[src/rtl/audio_sample_proc.sv]
// audio_sample_proc: multi-channel codec sample processor.
// Per accepted sample: optional LFSR noise, optional 2^LOG2_TAPS-tap moving
// average, one channel per cycle through a shared accumulate datapath.
// Build option: define AUDIO_SAT_FLAG_EN to enable sticky saturation detect
// on sat_flag; when undefined sat_flag is tied low.
module audio_sample_proc #(
    parameter int          WIDTH      = 24,
    parameter int          CHANNELS   = 2,
    parameter int          LOG2_TAPS  = 3,
    parameter int          NOISE_BITS = 8,
    parameter logic [15:0] LFSR_SEED  = 16'hACE1
) (
    input  logic                      clk,
    input  logic                      reset_n,
    input  logic [1:0]                mode,
    input  logic                      in_valid,
    output logic                      in_ready,
    input  logic [CHANNELS*WIDTH-1:0] in_data,
    output logic                      out_valid,
    input  logic                      out_ready,
    output logic [CHANNELS*WIDTH-1:0] out_data,
    output logic                      sat_flag
);

    localparam int TAPS   = 1 << LOG2_TAPS;
    localparam int SUM_W  = WIDTH + LOG2_TAPS;
    localparam int CH_W   = (CHANNELS > 1) ? $clog2(CHANNELS) : 1;
    localparam int FILL_W = LOG2_TAPS + 1;

    localparam logic [CH_W-1:0]         CH_LAST   = CH_W'(CHANNELS - 1);
    localparam logic [FILL_W-1:0]       FILL_FULL = FILL_W'(TAPS);
    localparam logic signed [WIDTH-1:0] S_MAX     = {1'b0, {(WIDTH-1){1'b1}}};
    localparam logic signed [WIDTH-1:0] S_MIN     = {1'b1, {(WIDTH-1){1'b0}}};

    typedef enum logic [1:0] {
        S_IDLE = 2'd0,
        S_PROC = 2'd1,
        S_OUT  = 2'd2
    } state_t;

    // Fibonacci LFSR, taps 16,14,13,11 (right-shifting form).
    function automatic logic [15:0] lfsr_next(input logic [15:0] s);
        lfsr_next = {s[0] ^ s[2] ^ s[3] ^ s[5], s[15:1]};
    endfunction

    // Clamp a WIDTH+1 bit sum back into the signed WIDTH-bit range.
    function automatic logic signed [WIDTH-1:0] sat_w(input logic signed [WIDTH:0] s);
        if (s[WIDTH] != s[WIDTH-1]) begin
            sat_w = s[WIDTH] ? S_MIN : S_MAX;
        end else begin
            sat_w = s[WIDTH-1:0];
        end
    endfunction

    state_t state_q, state_d;

    logic [CHANNELS*WIDTH-1:0] x_q, x_d;
    logic [CHANNELS*WIDTH-1:0] out_q, out_d;
    logic [1:0]                mode_q, mode_d;
    logic [15:0]               lfsr_q, lfsr_d;
    logic [CH_W-1:0]           ch_q, ch_d;
    logic [LOG2_TAPS-1:0]      wptr_q, wptr_d;
    logic [FILL_W-1:0]         fill_q, fill_d;
    logic signed [SUM_W-1:0]   sum_q [CHANNELS];
    logic signed [SUM_W-1:0]   sum_d [CHANNELS];
    logic signed [WIDTH-1:0]   ring_q [CHANNELS][TAPS];
    logic                      ring_we;

    logic                      accept;
    logic signed [NOISE_BITS-1:0] noise_raw;
    logic signed [WIDTH-1:0]   noise;
    logic signed [WIDTH-1:0]   x_cur;
    logic signed [WIDTH:0]     noisy_wide;
    logic signed [WIDTH-1:0]   noisy_cur;
    logic signed [WIDTH-1:0]   f_in;
    logic signed [WIDTH-1:0]   old_cur;
    logic signed [SUM_W-1:0]   sum_new;
    logic signed [WIDTH-1:0]   filt_cur;
    logic signed [WIDTH-1:0]   res_cur;

    assign accept = (state_q == S_IDLE) && in_valid;

    // FSM state register
    always_ff @(posedge clk or negedge reset_n) begin
        if (!reset_n) begin
            state_q <= S_IDLE;
        end else begin
            state_q <= state_d;
        end
    end

    // FSM next state; handshake outputs depend only on the registered state
    always_comb begin
        state_d   = state_q;
        in_ready  = 1'b0;
        out_valid = 1'b0;
        unique case (state_q)
            S_IDLE: begin
                in_ready = 1'b1;
                if (in_valid) state_d = S_PROC;
            end
            S_PROC: begin
                if (ch_q == CH_LAST) state_d = S_OUT;
            end
            S_OUT: begin
                out_valid = 1'b1;
                if (out_ready) state_d = S_IDLE;
            end
            default: state_d = S_IDLE;
        endcase
    end

    // Shared per-channel datapath for the channel selected by ch_q
    always_comb begin
        noise_raw  = lfsr_q[NOISE_BITS-1:0];
        noise      = WIDTH'(noise_raw);
        x_cur      = x_q[ch_q*WIDTH +: WIDTH];
        noisy_wide = (WIDTH+1)'(x_cur) + (WIDTH+1)'(noise);
        noisy_cur  = sat_w(noisy_wide);
        f_in       = (mode_q == 2'd3) ? x_cur : noisy_cur;
        old_cur    = (fill_q == FILL_FULL) ? ring_q[ch_q][wptr_q] : '0;
        sum_new    = sum_q[ch_q] + SUM_W'(f_in) - SUM_W'(old_cur);
        filt_cur   = WIDTH'(sum_new >>> LOG2_TAPS);
        unique case (mode_q)
            2'd0:    res_cur = x_cur;
            2'd1:    res_cur = noisy_cur;
            default: res_cur = filt_cur;
        endcase
    end

    // Next-state for sample capture, filter history control and output
    always_comb begin
        x_d     = x_q;
        mode_d  = mode_q;
        lfsr_d  = lfsr_q;
        ch_d    = ch_q;
        wptr_d  = wptr_q;
        fill_d  = fill_q;
        out_d   = out_q;
        sum_d   = sum_q;
        ring_we = 1'b0;

        if (accept) begin
            x_d    = in_data;
            mode_d = mode;
            lfsr_d = lfsr_next(lfsr_q);
            ch_d   = '0;
            // Entering a filtered mode from a different mode restarts the average.
            if ((mode != mode_q) && mode[1]) begin
                for (int c = 0; c < CHANNELS; c++) sum_d[c] = '0;
                fill_d = '0;
            end
        end

        if (state_q == S_PROC) begin
            out_d[ch_q*WIDTH +: WIDTH] = res_cur;
            if (mode_q[1]) begin
                sum_d[ch_q] = sum_new;
                ring_we     = 1'b1;
            end
            if (ch_q == CH_LAST) begin
                ch_d = '0;
                if (mode_q[1]) begin
                    wptr_d = wptr_q + 1'b1;
                    if (fill_q != FILL_FULL) fill_d = fill_q + 1'b1;
                end
            end else begin
                ch_d = ch_q + 1'b1;
            end
        end
    end

    // Control, running sums and output register (cleared by reset)
    always_ff @(posedge clk or negedge reset_n) begin
        if (!reset_n) begin
            mode_q <= 2'd0;
            lfsr_q <= LFSR_SEED;
            ch_q   <= '0;
            wptr_q <= '0;
            fill_q <= '0;
            out_q  <= '0;
            for (int c = 0; c < CHANNELS; c++) sum_q[c] <= '0;
        end else begin
            mode_q <= mode_d;
            lfsr_q <= lfsr_d;
            ch_q   <= ch_d;
            wptr_q <= wptr_d;
            fill_q <= fill_d;
            out_q  <= out_d;
            sum_q  <= sum_d;
        end
    end

    // Captured sample and history ring; contents are don't-care after reset
    always_ff @(posedge clk) begin
        x_q <= x_d;
        if (ring_we) ring_q[ch_q][wptr_q] <= f_in;
    end

    assign out_data = out_q;

`ifdef AUDIO_SAT_FLAG_EN
    logic sat_q, sat_d;

    // Sticky flag: any clamped noisy add outside bypass mode
    always_comb begin
        sat_d = sat_q;
        if ((state_q == S_PROC) && (mode_q != 2'd0) &&
            (noisy_wide[WIDTH] != noisy_wide[WIDTH-1])) begin
            sat_d = 1'b1;
        end
    end

    // Saturation flag register
    always_ff @(posedge clk or negedge reset_n) begin
        if (!reset_n) begin
            sat_q <= 1'b0;
        end else begin
            sat_q <= sat_d;
        end
    end

    assign sat_flag = sat_q;
`else
    assign sat_flag = 1'b0;
`endif

endmodule

[config.mk]
export PLATFORM = sky130hd
export DESIGN_NAME = audio_sample_proc
export DESIGN_NICKNAME = d
export VERILOG_FILES = /design/src/rtl/audio_sample_proc.sv
export SDC_FILE = /design/constraint.sdc
export NUM_CORES = 1
export LEC_CHECK = 0
export ABC_AREA = 1
export CAP_MARGIN = 20
export CORE_MARGIN = 8
export CORE_UTILIZATION = 60
export DETAILED_ROUTE_END_ITERATION = 6
export PLACE_DENSITY_LB_ADDON = 0.15
export SLEW_MARGIN = 0
export SYNTH_ARGS = -nofsm -noshare
export SYNTH_HDL_FRONTEND = slang
export SYNTH_SLANG_ARGS = --single-unit
[constraint.sdc]
create_clock -name clk -period 13.92 [get_ports clk]
set_input_delay 1.392 -clock clk [delete_from_list [all_inputs] [get_ports clk]]
set_output_delay 1.392 -clock clk [all_outputs]
set_load 0.05 [all_outputs]
==> results_tabular.tex <==
% Implementation results table
\begin{tabular}{lr}
\hline
Metric & Value \\
\hline
\multicolumn{2}{l}{\textbf{Detailed routing}} \\
Vias post-DR & 20200 \\
Antenna-violating nets left & 0 \\
Initial DRT Pass Iterations & 6 \\
\multicolumn{2}{l}{\textbf{Timing}} \\
Part of the cycle the worst path needs & 60.5\% \\
RSZ-0062 raised after global routing & false \\
Total count of hold-check failures in the final report & 0 \\
Transition at the pin with the smallest max-transition slack & 1.14 ns \\
Worst-case hold slack & 0.491 ns \\
Worst Slack Setup Final & 5.50 ns \\
\multicolumn{2}{l}{\textbf{Status}} \\
Run status & complete, no violations \\
\multicolumn{2}{l}{\textbf{Logic synthesis}} \\
Yosys warning total & 0 \\
Mean instance size in the synthesized netlist & 10.2 sq um \\
Synthesized area & 26600 sq um \\
Share of flip-flops with an asynchronous set or reset after synthesis & 23.1\% \\
Number of distinct library cells after synthesis & 50 \\
Cell area leaders & sky130\_fd\_sc\_hd\_\_edfxtp\_1 (49\%), sky130\_fd\_sc\_hd\_\_dfrtp\_1 (11\%), sky130\_fd\_sc\_hd\_\_nand2\_1 (7.3\%) \\
Syn Nets & 2738 \\
Sequential cell area fraction in the yosys report & 60.9\% \\
Cell count listed in synth\_stat.txt & 2602 \\
Chip area in the Yosys report & 26600 sq um \\
Leading cell types by count after synthesis & sky130\_fd\_sc\_hd\_\_nand2\_1 (517), sky130\_fd\_sc\_hd\_\_edfxtp\_1 (432), sky130\_fd\_sc\_hd\_\_o21ai\_0 (294) \\
\multicolumn{2}{l}{\textbf{Job}} \\
Max\_cap viols & 0 \\
\multicolumn{2}{l}{\textbf{Placed design}} \\
Buffers on Ports & 103 \\
Final weighted congestion of routability-driven global placement & 0.970 \\
Post-place setup slack & 5.59 ns \\
Post-detailed-placement half-perimeter wirelength & 53.0 mm \\
\multicolumn{2}{l}{\textbf{Finish}} \\
Share of final-layout standard cells stronger than drive strength 1 & 8.91\% \\
Comb gate area & 9150 sq um \\
Register bank with the most flops & ring\_q \\
Most frequent logic cell in the layout & sky130\_fd\_sc\_hd\_\_nand2\_1 \\
\multicolumn{2}{l}{\textbf{Clock tree}} \\
Setup Fix Bufs, Post-CTS & 0 \\
Clock Tree Buf Depth & 3 \\
\# H-tree levels & 2 \\
Count of cells resized by post-cts repair & 0 \\
\multicolumn{2}{l}{\textbf{Worst hold path}} \\
Hold WC Path Type & reg2reg \\
\multicolumn{2}{l}{\textbf{Die}} \\
Top-level I/O count & 105 \\
Area inside the core boundary & 44000 sq um \\
Initial cell density of the core & 60.5\% \\
Die footprint & 51400 sq um \\
\multicolumn{2}{l}{\textbf{Setup path}} \\
Timing endpoint of the critical path & out\_data[46] \\
Arrival time reported for the critical path endpoint & 8.91 ns \\
Depth of the worst register-to-register path & 24 \\
Setup slack of the worst register-to-register path & 5.50 ns \\
\multicolumn{2}{l}{\textbf{GRT}} \\
Met1 demand-to-capacity share in global routing & 43.1\% \\
\hline
\end{tabular}
-- cell families after synthesis --
| kind of cell | share of synthesized area, % |
|---|---|
| AND-OR/OR-AND | 11.8 |
| XOR/XNOR | 1.18 |
| adder cells (fa/ha/maj) | 4.61 |
| buffers and inverters | 5.09 |
| flip-flops | 60.9 |
| multiplexers | 0.864 |
| other | 0.0141 |
| AND/OR/NAND/NOR | 15.5 |
-- cell type report --
type	instances	area share (%)
multi-input cells	1698	30.2
flip-flops and latches	562	53.5
repair buffers	154	4.78
well taps	592	2.44
inverters	220	2.74
clock buffers	63	4.84
clock inverters	43	1.51
**Power grid**

Scale bar: 50 um. Pins as bars on the die edge.
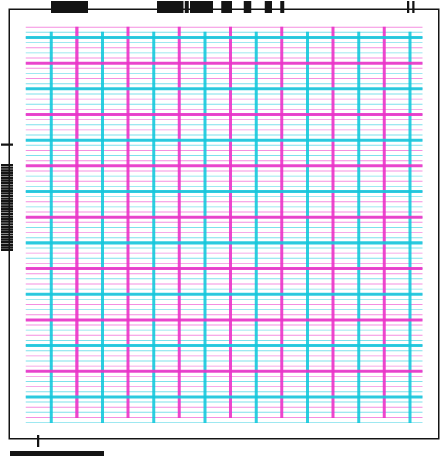
magenta -> VDD
cyan -> VSS
met4 straps = 15
met5 straps = 15
Die W: 227 um
Vert. Die Dim: 227 um

**Cells coloured by class**

Scale bar: 50 um.
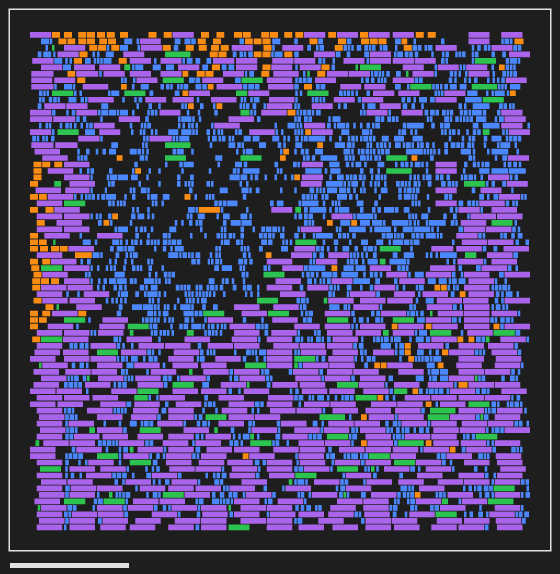
purple -> flops  # cells 562, share of their area 55%
blue -> all other logic  # cells 1918, share of their area 34%
orange -> other buffers and delay cells  # cells 154, share of their area 4.9%
green -> clock drivers and dummy loads  # cells 106, share of their area 6.5%

**Clock wires, drivers and flops**

Scale bar: 50 um.
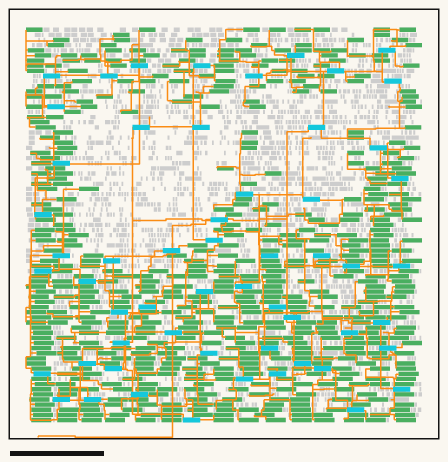
cyan -> cells driving clock nets  # count 56
green -> flip-flops  # count 562
orange -> clock wires  # length 6320 um
routed clock nets = 57
flops lie = spread over the die
worst-case clock skew: 0.0454 ns
Skew-Pair Late Insertion Delay: 0.65 ns

